Fig. 1: run 1, floorplan with the power grid
Drawn at 4 px/um. Pins as bars on the die edge.
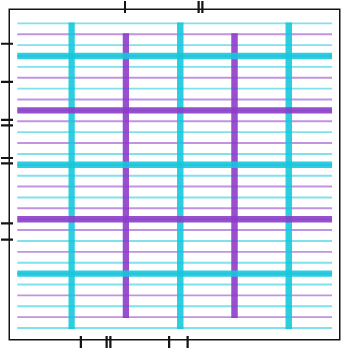
Fig. 2: run 1, clock wires, drivers and flops
Drawn at 6 px/um.
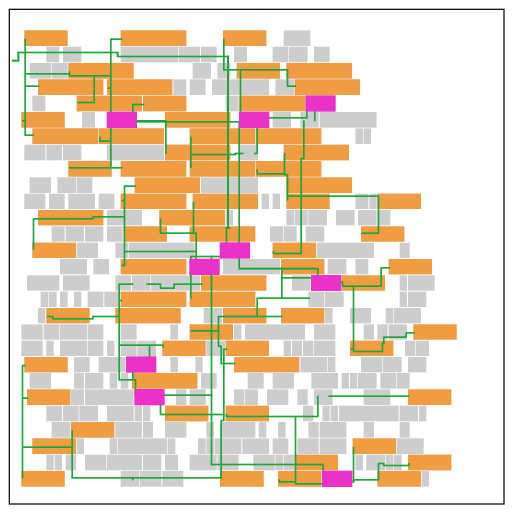
Fig. 3: run 1, cell classes on the final placement
Drawn at 6 px/um. Fill, decap, tap and diode cells in grey.
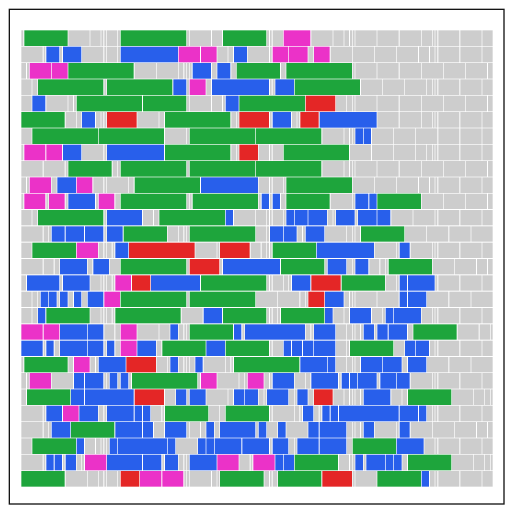
## src/rtl/cpu_io_pkg.sv

```systemverilog
// -----------------------------------------------------------------------------
// cpu_io_pkg
// Shared definitions for the CPU I/O stages: data width of the CPU I/O
// registers, the default UART bit period and the encoding of the UART
// transmitter FSM states.
// No ports (package).
// -----------------------------------------------------------------------------
package cpu_io_pkg;

    // Width of the CPU output/input registers.
    localparam int DATA_W = 8;

    // Default number of clock cycles per UART bit.
    localparam int DEFAULT_CLKS_PER_BIT = 16;

    // UART transmitter FSM states.
    typedef enum logic [1:0] {
        ST_IDLE  = 2'd0,
        ST_START = 2'd1,
        ST_DATA  = 2'd2,
        ST_STOP  = 2'd3
    } tx_state_e;

endpackage

```

## src/rtl/sync_fifo.sv

```systemverilog
// -----------------------------------------------------------------------------
// sync_fifo
// Single-clock FIFO with show-ahead read data. Push and pop in the same cycle
// are both honoured; a push into a full FIFO is accepted only when a pop
// happens in the same cycle. Storage is not reset; reset flushes the FIFO by
// clearing the pointers and the count.
// Ports:
//   clk_i    - clock, rising edge
//   rst_i    - synchronous, active-high reset
//   push_i   - write wdata_i this cycle
//   wdata_i  - write data
//   pop_i    - remove the head entry this cycle
//   rdata_o  - head entry (valid while empty_o is low)
//   full_o   - FIFO holds DEPTH entries
//   empty_o  - FIFO holds no entries
//   count_o  - number of entries held
// DEPTH must be a power of two and at least 2.
// -----------------------------------------------------------------------------
module sync_fifo #(
    parameter int WIDTH = 8,
    parameter int DEPTH = 4
) (
    input  logic                     clk_i,
    input  logic                     rst_i,
    input  logic                     push_i,
    input  logic [WIDTH-1:0]         wdata_i,
    input  logic                     pop_i,
    output logic [WIDTH-1:0]         rdata_o,
    output logic                     full_o,
    output logic                     empty_o,
    output logic [$clog2(DEPTH):0]   count_o
);

    localparam int AW = $clog2(DEPTH);
    localparam int CW = AW + 1;

    logic [WIDTH-1:0] mem_q [DEPTH];
    logic [AW-1:0]    wr_ptr_q, wr_ptr_d;
    logic [AW-1:0]    rd_ptr_q, rd_ptr_d;
    logic [CW-1:0]    count_q, count_d;
    logic             push_ok_s;
    logic             pop_ok_s;

    assign full_o    = (count_q == CW'(DEPTH));
    assign empty_o   = (count_q == '0);
    assign count_o   = count_q;
    assign rdata_o   = mem_q[rd_ptr_q];
    // A full FIFO still accepts a push when the head leaves in the same cycle.
    assign push_ok_s = push_i && (!full_o || pop_i);
    assign pop_ok_s  = pop_i && !empty_o;

    // Next pointers and occupancy.
    always_comb begin
        wr_ptr_d = wr_ptr_q;
        rd_ptr_d = rd_ptr_q;
        count_d  = count_q;
        if (push_ok_s) begin
            wr_ptr_d = wr_ptr_q + AW'(1);
        end else begin
            wr_ptr_d = wr_ptr_q;
        end
        if (pop_ok_s) begin
            rd_ptr_d = rd_ptr_q + AW'(1);
        end else begin
            rd_ptr_d = rd_ptr_q;
        end
        case ({push_ok_s, pop_ok_s})
            2'b10:   count_d = count_q + CW'(1);
            2'b01:   count_d = count_q - CW'(1);
            default: count_d = count_q;
        endcase
    end

    // Pointer and count registers.
    always_ff @(posedge clk_i) begin
        if (rst_i) begin
            wr_ptr_q <= '0;
            rd_ptr_q <= '0;
            count_q  <= '0;
        end else begin
            wr_ptr_q <= wr_ptr_d;
            rd_ptr_q <= rd_ptr_d;
            count_q  <= count_d;
        end
    end

    // Storage write port.
    always_ff @(posedge clk_i) begin
        if (push_ok_s) begin
            mem_q[wr_ptr_q] <= wdata_i;
        end
    end

endmodule

```

## src/rtl/outreg_uart_tx.sv

```systemverilog
// -----------------------------------------------------------------------------
// outreg_uart_tx
// Watches the CPU output register, queues every change of its value and sends
// each queued byte as a UART 8N1 frame, LSB first. There is no back-pressure:
// a change arriving while the FIFO is full (and no pop happens that cycle) is
// dropped and recorded in the sticky overflow flag.
// Ports:
//   clk_in         - clock, rising edge
//   reset          - synchronous, active-high reset
//   outregister_in - CPU output register value, sampled every cycle
//   tx             - UART line, idles high (registered)
//   busy           - FIFO non-empty or a frame in progress (registered)
//   overflow       - sticky flag: a change was dropped (registered)
//   fifo_count     - number of queued bytes (FIFO count register)
// -----------------------------------------------------------------------------
module outreg_uart_tx
    import cpu_io_pkg::*;
#(
    parameter int CLKS_PER_BIT = DEFAULT_CLKS_PER_BIT,
    parameter int FIFO_DEPTH   = 4
) (
    input  logic                          clk_in,
    input  logic                          reset,
    input  logic [DATA_W-1:0]             outregister_in,
    output logic                          tx,
    output logic                          busy,
    output logic                          overflow,
    output logic [$clog2(FIFO_DEPTH):0]   fifo_count
);

    localparam int BW = (CLKS_PER_BIT > 1) ? $clog2(CLKS_PER_BIT) : 1;
    localparam int CW = $clog2(FIFO_DEPTH) + 1;
    localparam logic [BW-1:0] BAUD_LAST = BW'(CLKS_PER_BIT - 1);

    tx_state_e         state_q, state_d;
    logic [BW-1:0]     baud_q, baud_d;
    logic [2:0]        bit_idx_q, bit_idx_d;
    logic [DATA_W-1:0] shift_q, shift_d;
    logic [DATA_W-1:0] shadow_q;
    logic              tx_q, tx_d;
    logic              busy_q, busy_d;
    logic              overflow_q, overflow_d;

    logic              change_s;
    logic              drop_s;
    logic              push_s;
    logic              pop_s;
    logic              bit_end_s;
    logic              fifo_full_s;
    logic              fifo_empty_s;
    logic [DATA_W-1:0] fifo_rdata_s;
    logic [CW-1:0]     fifo_count_s;
    logic [CW-1:0]     count_next_s;

    sync_fifo #(
        .WIDTH (DATA_W),
        .DEPTH (FIFO_DEPTH)
    ) u_fifo (
        .clk_i   (clk_in),
        .rst_i   (reset),
        .push_i  (push_s),
        .wdata_i (outregister_in),
        .pop_i   (pop_s),
        .rdata_o (fifo_rdata_s),
        .full_o  (fifo_full_s),
        .empty_o (fifo_empty_s),
        .count_o (fifo_count_s)
    );

    assign change_s  = (outregister_in != shadow_q);
    // Drop only when full and nothing leaves this cycle.
    assign drop_s    = change_s && fifo_full_s && !pop_s;
    assign push_s    = change_s && !drop_s;
    assign bit_end_s = (baud_q == BAUD_LAST);
    // Occupancy after this edge, so busy agrees with fifo_count in every cycle.
    assign count_next_s = fifo_count_s + CW'(push_s) - CW'(pop_s);

    assign tx         = tx_q;
    assign busy       = busy_q;
    assign overflow   = overflow_q;
    assign fifo_count = fifo_count_s;

    // TX FSM next state, baud counter, bit index, shift register and pop.
    always_comb begin
        state_d   = state_q;
        baud_d    = baud_q;
        bit_idx_d = bit_idx_q;
        shift_d   = shift_q;
        pop_s     = 1'b0;
        case (state_q)
            ST_IDLE: begin
                baud_d    = '0;
                bit_idx_d = 3'd0;
                if (!fifo_empty_s) begin
                    pop_s   = 1'b1;
                    shift_d = fifo_rdata_s;
                    state_d = ST_START;
                end else begin
                    state_d = ST_IDLE;
                end
            end
            ST_START: begin
                if (bit_end_s) begin
                    baud_d    = '0;
                    bit_idx_d = 3'd0;
                    state_d   = ST_DATA;
                end else begin
                    baud_d = baud_q + BW'(1);
                end
            end
            ST_DATA: begin
                if (bit_end_s) begin
                    baud_d  = '0;
                    shift_d = shift_q >> 1;
                    if (bit_idx_q == 3'd7) begin
                        state_d = ST_STOP;
                    end else begin
                        bit_idx_d = bit_idx_q + 3'd1;
                    end
                end else begin
                    baud_d = baud_q + BW'(1);
                end
            end
            ST_STOP: begin
                if (bit_end_s) begin
                    baud_d = '0;
                    // Chain the next frame straight after the stop bit.
                    if (!fifo_empty_s) begin
                        pop_s   = 1'b1;
                        shift_d = fifo_rdata_s;
                        state_d = ST_START;
                    end else begin
                        state_d = ST_IDLE;
                    end
                end else begin
                    baud_d = baud_q + BW'(1);
                end
            end
            default: begin
                baud_d    = '0;
                bit_idx_d = 3'd0;
                state_d   = ST_IDLE;
            end
        endcase
    end

    // Output values derived from the state being entered, so tx follows the FSM without lag.
    always_comb begin
        tx_d = 1'b1;
        case (state_d)
            ST_IDLE:  tx_d = 1'b1;
            ST_START: tx_d = 1'b0;
            ST_DATA:  tx_d = shift_d[0];
            ST_STOP:  tx_d = 1'b1;
            default:  tx_d = 1'b1;
        endcase
        busy_d     = (state_d != ST_IDLE) || (count_next_s != '0);
        overflow_d = overflow_q | drop_s;
    end

    // State, datapath and output registers.
    always_ff @(posedge clk_in) begin
        if (reset) begin
            state_q    <= ST_IDLE;
            baud_q     <= '0;
            bit_idx_q  <= 3'd0;
            shift_q    <= '0;
            shadow_q   <= '0;
            tx_q       <= 1'b1;
            busy_q     <= 1'b0;
            overflow_q <= 1'b0;
        end else begin
            state_q    <= state_d;
            baud_q     <= baud_d;
            bit_idx_q  <= bit_idx_d;
            shift_q    <= shift_d;
            shadow_q   <= outregister_in;
            tx_q       <= tx_d;
            busy_q     <= busy_d;
            overflow_q <= overflow_d;
        end
    end

endmodule

```

## config.mk

```make
export PLATFORM = sky130hd
export DESIGN_NAME = outreg_uart_tx
export DESIGN_NICKNAME = d
export VERILOG_FILES = /design/src/rtl/cpu_io_pkg.sv /design/src/rtl/sync_fifo.sv /design/src/rtl/outreg_uart_tx.sv
export SDC_FILE = /design/constraint.sdc
export NUM_CORES = 1
export LEC_CHECK = 0
export CAP_MARGIN = 30
export CORE_MARGIN = 1.5
export CORE_UTILIZATION = 50
export CTS_CLUSTER_DIAMETER = 50
export CTS_CLUSTER_SIZE = 16
export DETAILED_ROUTE_END_ITERATION = 12
export PLACE_DENSITY = 0.7
export SLEW_MARGIN = 20
export SYNTH_ARGS = -nofsm -noshare
export SYNTH_HDL_FRONTEND = slang
export SYNTH_SLANG_ARGS = --single-unit
```

## constraint.sdc

```tcl
create_clock -name clk_in -period 2.95 [get_ports clk_in]
set_input_delay 0.885 -clock clk_in [delete_from_list [all_inputs] [get_ports clk_in]]
set_output_delay 0.885 -clock clk_in [all_outputs]
set_load 0.005 [all_outputs]
```

==> deck_impl_summary.md, run 1 <==
Key Metrics from the Run

Logic synthesis
  – Adders+Majority by Area: 7.66%
  – Ys flop type: dfxtp_1
  – Post-Synthesis Cells: 244
  – Synth top cells by count: dfxtp_1 (37), edfxtp_1 (32), nor2_1 (21)
  – Yosys cell count: 244
  – Netlist Area Pre-Place: 3140 sq um
  – Mux area share: 8.01%
  – Most numerous cell in the Yosys netlist: dfxtp_1
  – Comb area leader: AND-OR/OR-AND gates
  – FF+latch count, synth: 69
  – Synth area leaders: edfxtp_1 (31%), dfxtp_1 (24%), ha_1 (6.4%)
  – Mean post-synth cell area: 12.9 sq um

Clock tree
  – Clock Tree Buf Depth: 2
  – CTS tree: built
  – H-tree depth: 3
  – Post-cts resize count: 1
  – Worst skew pair latency: 0.34 ns
  – Clock transition at the registers of the reported paths: 0.08 ns
  – Cts-stage hold buffer count: 0

Setup path
  – Worst Setup EP: u_fifo.count_o[2]
  – Crit path depth: 12
  – Reg2reg start: state_q[0]
  – Cell Chain, Critical Path: clkdlybuf4s50_1 -> xor2_1 -> nor4_1 -> buf_4 -> a21oi_4 -> inv_1 -> ha_1 -> inv_1 -> fa_2 -> xor2_1 -> or3_1 -> a21oi_2
  – Crit path kind: primary input to register
  – Combined buffer and inverter count along the critical path: 4
  – Crit Reg-Reg Endpoint: u_fifo.count_o[2]
  – Startpoint class of the critical path: primary input
  – WP data required: 3.24 ns
  – CP max stage cell: clkdlybuf4s50_1
  – Crit-path leading delay family: buffers and inverters
  – Crit. End Element: register
  – FF-to-FF setup slack: 0.29 ns

Final layout
  – Top Registers: u_fifo.mem_q: 32 flops, shadow_q: 8 flops, shift_q: 8 flops
  – Largest register FFs: 32
  – Most numerous logic cells after layout: dfxtp_1 (37), edfxtp_1 (32), nor2_1 (21)
  – Reg area: 1700 sq um
  – # diodes: 0
  – Buffer share of cell area: 7.75%
  – Flops: 69
  – Final instance area: 3700 sq um
  – Flop share of the area: 46.0%
  – ClkCell Share: 5.55%
  – Share of cells above drive strength 1: 19.3%
  – Non-clk bufs: 33
  – Non-clk invs: 20

Detailed routing
  – 1st-iter DRT viols: 101
  – WL met2: 2.75 mm
  – Uppermost routed layer: met4
  – Drt via density: 5.51
  – Metal-1 WL: 2.57 mm
  – Final wirelength: 5.70 mm
  – Routed wl met3: 303 um

Hold path
  – Hold Path Stages: 1
  – Hold path endpoint: baud_q[0]

Floorplan
  – Die H: 82.2 um
  – Inserted tap cell count: 75
  – Starting density of the core: 52.4%

Job
  – Total of max-cap violations: 0
  – Tool warnings: 34

Outcome
  – Status: finished clean

Pwr
  – Comb pwr: 978 uW
  – Switching share of power: 32.8%
  – Pleak: 0.00145 uW
  – Reg power frac: 42.0%
  – Clock group: 788 uW
  – Pwr per Cell Area: 823 nW/um^2
  – Clock Power Share: 25.9%

Timing
  – RSZ-0062 raised after global routing: false
  – Worst slew margin: 66.1%
  – Fin. Hold Viols: 0
  – Setup tns final: 0 ns
  – Setup WS post-layout: 0.122 ns
  – Crit share post-route: 95.9%
  – Worst Tran Pin Value: 0.508 ns

Placed design
  – Post-place instance area: 3470 sq um
  – Number of port buffers: 15
  – DP Worst Slack: -0.366 ns

Global routing
  – Vias in the first global route: 1927
  – First-pass GRT wire length: 9.39 mm
  – Grt ovf: 0
  – Top Usage Layer GRT: met2
  – Met2 usage: 29.5%
  – Largest net degree at the start of global routing: 21
Back to the opening pictures, Fig. 1:
| colour | net |
|---|---|
| cyan | VSS |
| purple | VDD |
signal pins: 16
rows: 28
met4 straps: 5
met5 straps: 5
met1 rails: 29

Back to the opening pictures, Fig. 2:
[magenta] clock-net drivers | count: 9
[green] clock wires | length: 848 um
[orange] flip-flops | count: 69
flops lie: all over the die

Back to the opening pictures, Fig. 3:
| colour | class | cells |
|---|---|---|
| green | registers | 69 |
| magenta | remaining buffers and delay cells | 33 |
| red | clock drivers and dummy loads | 16 |
| blue | remaining logic cells | 167 |
cell row count: 28
core area: 5990 sq um
final core occ: 61.7%

--- run 2 (diff from run 1) ---
MAX_ROUTING_LAYER = met4   (was unset)
SYNTH_HIERARCHICAL = 1   (was unset)
==> deck_impl_summary.md, run 2 <==
Key Metrics from the Run

Outcome
  – Status: finished clean

Clock tree
  – CTS tree: built
  – Worst skew pair latency: 0.35 ns (about the same)
  – CTS root buffer: clkbuf_8
  – Cts-stage hold buffer count: 0 (unchanged)
  – Post-cts resize count: 13 (+12)
  – Clock transition at the registers of the reported paths: 0.07 ns (about the same)
  – Clock Tree Buf Depth: 2 (unchanged)
  – H-tree depth: 3 (unchanged)

Logic synthesis
  – Synth top cells by count: dfxtp_1 (37), edfxtp_1 (32), nor2_1 (19)
  – Synth area leaders: edfxtp_1 (30%), dfxtp_1 (23%), ha_1 (7.1%)
  – Adders+Majority by Area: 8.39% (+0.73 points)
  – Yosys stat area: 3160 sq um
  – Netlist Area Pre-Place: 3160 sq um (+0.76%)
  – Yosys cell count: 262 (+7.4%)
  – Simple share: 12.7%
  – Comb area leader: simple AND/OR/NAND/NOR gates
  – Dominant cell area share: 30.4%
  – FF+latch count, synth: 69 (unchanged)
  – Cell variety after synth: 53
  – Post-Synthesis Cells: 262 (+7.4%)
  – Mux area share: 7.64% (-0.38 points)
  – Ys flop type: dfxtp_1
  – Mean post-synth cell area: 12.1 sq um (-6.2%)
  – Most numerous cell in the Yosys netlist: dfxtp_1

Final layout
  – Flops: 69 (unchanged)
  – Flop share of the area: 45.4% (-0.60 points)
  – Largest register FFs: 32 (unchanged)
  – Reg area: 1700 sq um (about the same)
  – Final std cells w/o fill: 382
  – Non-clk invs: 17 (-15%)
  – Final instance area: 3750 sq um (+1.4%)
  – Share of cells above drive strength 1: 22.8% (+3.5 points)
  – Nets@finish: 332
  – # diodes: 0 (unchanged)
  – ClkCell Share: 4.51% (-1.0 points)
  – Non-clk bufs: 39 (+18%)
  – Most numerous logic cells after layout: dfxtp_1 (36), edfxtp_1 (32), buf_4 (24)
  – Top Registers: u_fifo/mem_q: 32 flops, shadow_q: 8 flops, shift_q: 8 flops
  – Buffer share of cell area: 8.48% (+0.73 points)
  – Logic share of the area: 37.4%

Global routing
  – GR Util met1: 23.7%
  – Vias in the first global route: 1994 (+3.5%)
  – Largest net degree at the start of global routing: 23 (+9.5%)
  – Grt ovf: 0 (unchanged)
  – Met2 usage: 31.3% (+1.8 points)
  – First-pass GRT wire length: 9.40 mm (+0.15%)

Floorplan
  – Die H: 82.5 um (+0.36%)
  – Chip Width: 82.5 um
  – Starting density of the core: 52.5% (+0.090 points)
  – Core area: 6030 sq um (+0.58%)
  – Num ports: 16
  – Cell row count: 28 (unchanged)
  – Inserted tap cell count: 75 (unchanged)

Setup path
  – WP data required: 3.18 ns (-0.06 ns)
  – CP Data Arrival Time: 3.04 ns
  – Crit-path leading delay family: adder cells
  – Crit path depth: 13 (+1)
  – Combined buffer and inverter count along the critical path: 3 (-1)
  – Startpoint class of the critical path: primary input
  – Worst Setup EP: busy
  – FF-to-FF setup slack: 0.18 ns (-0.11 ns)
  – Cell Chain, Critical Path: dlygate4sd2_1 -> xnor2_2 -> nand4_1 -> nor2_2 -> buf_4 -> a21o_1 -> ha_1 -> inv_1 -> ha_1 -> fa_1 -> xnor2_1 -> xnor2_1 -> a31oi_1
  – Reg2reg start: state_q[0]
  – Crit path kind: primary input to register
  – Crit Reg-Reg Endpoint: busy
  – CP max stage cell: fa_1
  – Crit. End Element: register

Timing
  – Crit share post-route: 95.3% (-0.56 points)
  – Fin. Hold Viols: 0 (unchanged)
  – Worst slew margin: 51.6% (-14 points)
  – Fmax: 356 MHz
  – Clock skew: 0.0109 ns
  – Setup WS post-layout: 0.138 ns (+0.0165 ns)
  – Setup tns final: 0 ns (unchanged)
  – Worst Tran Pin Value: 0.723 ns (+0.215 ns)
  – RSZ-0062 raised after global routing: false

Placed design
  – Number of port buffers: 15 (unchanged)
  – Post-place instance area: 3550 sq um (+2.1%)
  – DP Worst Slack: -0.604 ns (-0.238 ns)

Detailed routing
  – 1st-iter DRT viols: 79 (-22%)
  – Routed wl met3: 164 um (-46%)
  – Drt via density: 5.34 (-3.2%)
  – Final wirelength: 5.74 mm (+0.72%)
  – Metal-1 WL: 2.61 mm (+1.4%)
  – WL met2: 2.93 mm (+6.9%)
  – Uppermost routed layer: met4

Pwr
  – Pleak: 0.00146 uW (+1.1%)
  – Switching share of power: 33.1% (+0.27 points)
  – Total power: 3160 uW
  – Internal power: 2110 uW
  – Reg power frac: 42.7% (+0.7 points)
  – Comb pwr: 1150 uW (+20%)
  – Clock group: 657 uW (-17%)
  – Pwr per Cell Area: 843 nW/um^2 (+2.4%)
  – Sw power: 1050 uW
  – Clock Power Share: 20.8% (-5.1 points)

Hold path
  – Worst hold start: shift_q[6]
  – Hold path endpoint: shift_q[6]
  – Hold Path Stages: 2 (+1)
  – Worst min path class: register to register

Job
  – Tool warnings: 35 (+2.9%)
  – Total of max-cap violations: 0 (unchanged)
Fig. 4: run 2, routing congestion map
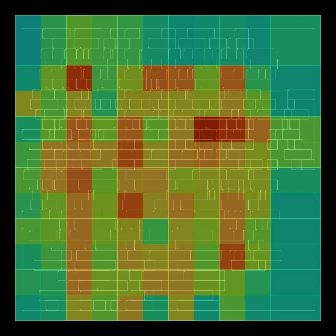
Top Usage Layer GRT: met2
total track usage: 20.1%
final core occ: 62.2%
met3 Use GR: 7.58%
DR WL/cell: 15.0 um

Fig. 5: run 2, cell classes on the final placement
Drawn at 6 px/um. Fill, decap, tap and diode cells in grey.
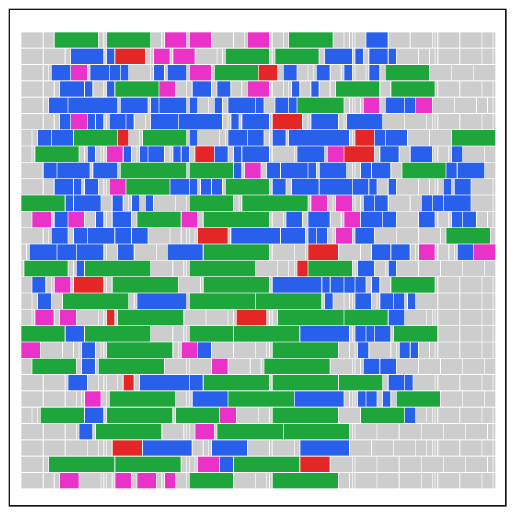

--- run 3 (diff from run 2) ---
--- a/config.mk
+++ b/config.mk
@@ -14,3 +14,3 @@
 export MAX_ROUTING_LAYER = met4
-export PLACE_DENSITY = 0.7
+export PLACE_DENSITY = 0.67
 export SLEW_MARGIN = 20
==> constraint.sdc (replaced) <==
create_clock -name clk_in -period 3.43 [get_ports clk_in]
set_input_delay 1.029 -clock clk_in [delete_from_list [all_inputs] [get_ports clk_in]]
set_output_delay 1.029 -clock clk_in [all_outputs]
set_load 0.01 [all_outputs]
Fig. 6: run 3, cell classes on the final placement
Drawn at 6 px/um. Fill, decap, tap and diode cells in grey.
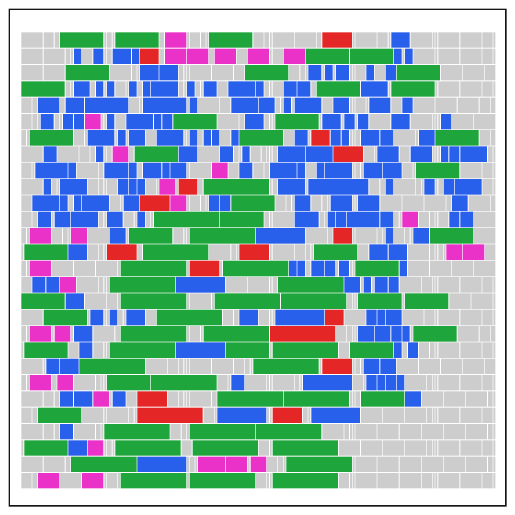
| colour | class | cells |
|---|---|---|
| red | clock drivers and dummy loads | 16 |
| blue | remaining logic cells | 183 |
| magenta | remaining buffers and delay cells | 29 |
| green | registers | 69 |
final instance area: 3700 sq um
final core occ: 61.4%
core area: 6030 sq um
flop share of the area: 46.0%

==> deck_impl_summary.md, run 3 <==
Key Metrics from the Run

Final layout
  – Logic share of the area: 36.6% (-0.74 points)
  – Non-clk bufs: 29 (-26%)
  – # diodes: 0 (unchanged)
  – Reg area: 1700 sq um (about the same)
  – Reg with most FFs: u_fifo/mem_q
  – Buffer share of cell area: 6.96% (-1.5 points)
  – ClkCell Share: 6.15% (+1.6 points)
  – Top Registers: u_fifo/mem_q: 32 flops, shadow_q: 8 flops, shift_q: 8 flops
  – Most numerous logic cells after layout: dfxtp_1 (37), edfxtp_1 (32), nor2_1 (19)
  – Non-clk invs: 17 (unchanged)
  – Nets@finish: 322 (-3.0%)
  – Flops: 69 (unchanged)
  – Final std cells w/o fill: 372 (-2.6%)

Global routing
  – Total track usage: 18.9% (-1.2 points)
  – Met2 usage: 28.7% (-2.6 points)
  – Met3 Use GR: 4.95% (-2.6 points)
  – Vias in the first global route: 1917 (-3.9%)
  – First-pass GRT wire length: 9.14 mm (-2.9%)
  – Top Usage Layer GRT: met2
  – Grt ovf: 0 (unchanged)

Pwr
  – Clock Power Share: 26.6% (+5.8 points)
  – Comb pwr: 914 uW (-21%)
  – Sw power: 913 uW (-13%)
  – Seq. pwr: 1170 uW
  – Pleak: 0.00142 uW (-2.8%)
  – Reg power frac: 41.3% (-1.4 points)
  – Switching share of power: 32.1% (-1.0 points)
  – Clock group: 757 uW (+15%)
  – Total power: 2850 uW (-10%)
  – Internal power: 1930 uW (-8.6%)
  – Pwr per Cell Area: 769 nW/um^2 (-8.8%)

Floorplan
  – Cell row count: 28 (unchanged)
  – Starting density of the core: 52.5% (unchanged)
  – Die H: 82.5 um (unchanged)
  – Inserted tap cell count: 75 (unchanged)
  – Num ports: 16 (unchanged)
  – Chip Width: 82.5 um (unchanged)

Logic synthesis
  – FF+latch count, synth: 69 (unchanged)
  – Yosys stat area: 3160 sq um (unchanged)
  – Cell variety after synth: 53 (unchanged)
  – Post-Synthesis Cells: 262 (unchanged)
  – Synth top cells by count: dfxtp_1 (37), edfxtp_1 (32), nor2_1 (19)
  – Netlist Area Pre-Place: 3160 sq um (unchanged)
  – Simple share: 12.7% (unchanged)
  – Comb area leader: simple AND/OR/NAND/NOR gates
  – Dominant cell area share: 30.4% (unchanged)
  – Most numerous cell in the Yosys netlist: dfxtp_1
  – Ys flop type: dfxtp_1
  – Seq share, synth: 53.8%
  – Mux area share: 7.64% (unchanged)
  – Synth area leaders: edfxtp_1 (30%), dfxtp_1 (23%), ha_1 (7.1%)
  – Yosys cell count: 262 (unchanged)
  – Adders+Majority by Area: 8.39% (unchanged)
  – Mean post-synth cell area: 12.1 sq um (unchanged)

Clock tree
  – Worst skew pair latency: 0.35 ns (about the same)
  – Clock Tree Buf Depth: 2 (unchanged)
  – Post-cts resize count: 0 (-13)
  – Cts-stage hold buffer count: 0 (unchanged)
  – Clock transition at the registers of the reported paths: 0.08 ns (about the same)
  – CTS root buffer: clkbuf_8
  – CTS tree: built

Timing
  – Pins Over Slew Limit: 0
  – Setup WS post-layout: 0.167 ns (+0.0285 ns)
  – Setup tns final: 0 ns (unchanged)
  – RSZ-0062 raised after global routing: false
  – Fin. Hold Viols: 0 (unchanged)
  – Fmax: 306 MHz
  – Clock skew: 0.0129 ns (+0.00200 ns)
  – Worst slew margin: 53.1% (+1.4 points)
  – Crit share post-route: 95.1%
  – Worst Tran Pin Value: 0.702 ns (-0.0211 ns)

Detailed routing
  – Final wirelength: 5.38 mm (-6.4%)
  – 1st-iter DRT viols: 93 (+18%)
  – First-pass DRT Iterations: 4
  – Post-DRT Antenna Nets: 0
  – Via count: 1968
  – Metal-1 WL: 2.62 mm (+0.65%)
  – Uppermost routed layer: met4
  – # DRC: 0
  – Drt via density: 5.29 (-0.84%)
  – DR WL/cell: 14.5 um (-3.8%)
  – Routed wl met3: 162 um (-1.2%)
  – WL met2: 2.51 mm (-14%)

Outcome
  – Status: finished clean

Hold path
  – Worst min path class: register to register
  – Hold Path Stages: 1 (-1)
  – Worst hold start: baud_q[0]
  – Hold path endpoint: baud_q[0]

Setup path
  – Crit. End Element: register
  – WP data required: 3.71 ns (+0.53 ns)
  – Combined buffer and inverter count along the critical path: 3 (unchanged)
  – Crit path kind: primary input to register
  – CP max stage cell: clkdlybuf4s50_1
  – Reg2reg start: state_q[1]
  – CP Data Arrival Time: 3.55 ns (+0.51 ns)
  – Worst Setup EP: u_fifo/count_o[2]
  – FF-to-FF setup slack: 0.24 ns (+0.06 ns)
  – Crit path depth: 13 (unchanged)
  – Cell Chain, Critical Path: clkdlybuf4s50_1 -> xnor2_1 -> nand4_1 -> nor2_1 -> a21oi_1 -> a21boi_2 -> inv_1 -> ha_1 -> inv_1 -> fa_1 -> xor2_1 -> or3_2 -> a21oi_1
  – Crit Reg-Reg Endpoint: u_fifo/count_o[2]
  – Startpoint class of the critical path: primary input

Placed design
  – Post-place instance area: 3470 sq um (-2.1%)
  – DP Worst Slack: -0.297 ns (+0.308 ns)
  – Number of port buffers: 15 (unchanged)

Job
  – Tool warnings: 35 (unchanged)

==> gallery <==
Sequential cells grouped by signal name.
Drawn at 6 px/um. Other sequential cells in the stronger grey, the rest of the logic in the fainter grey.
image #1
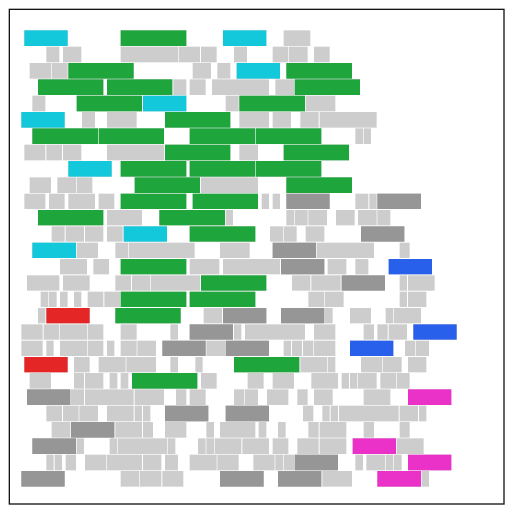
image #2
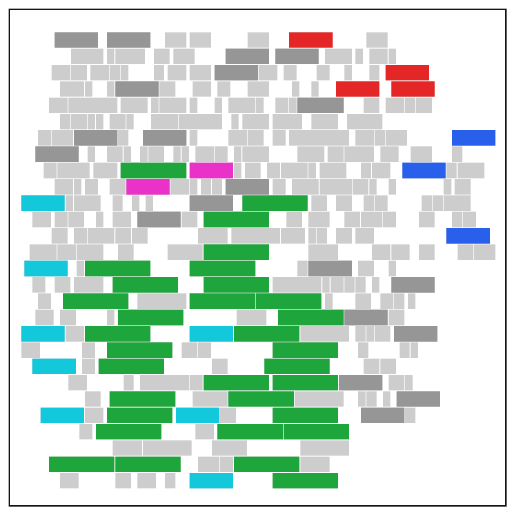
image #2 -> run 2
image #1 -> run 1

Key to image #2:
| colour | signal | sequential cells |
|---|---|---|
| magenta | u_fifo/rd_ptr_q | 2 |
| cyan | shadow_q | 8 |
| red | baud_q | 4 |
| green | u_fifo/mem_q | 32 |
| blue | bit_idx_q | 3 |
not coloured: 20

Power is estimated from default activity; no workload was simulated.
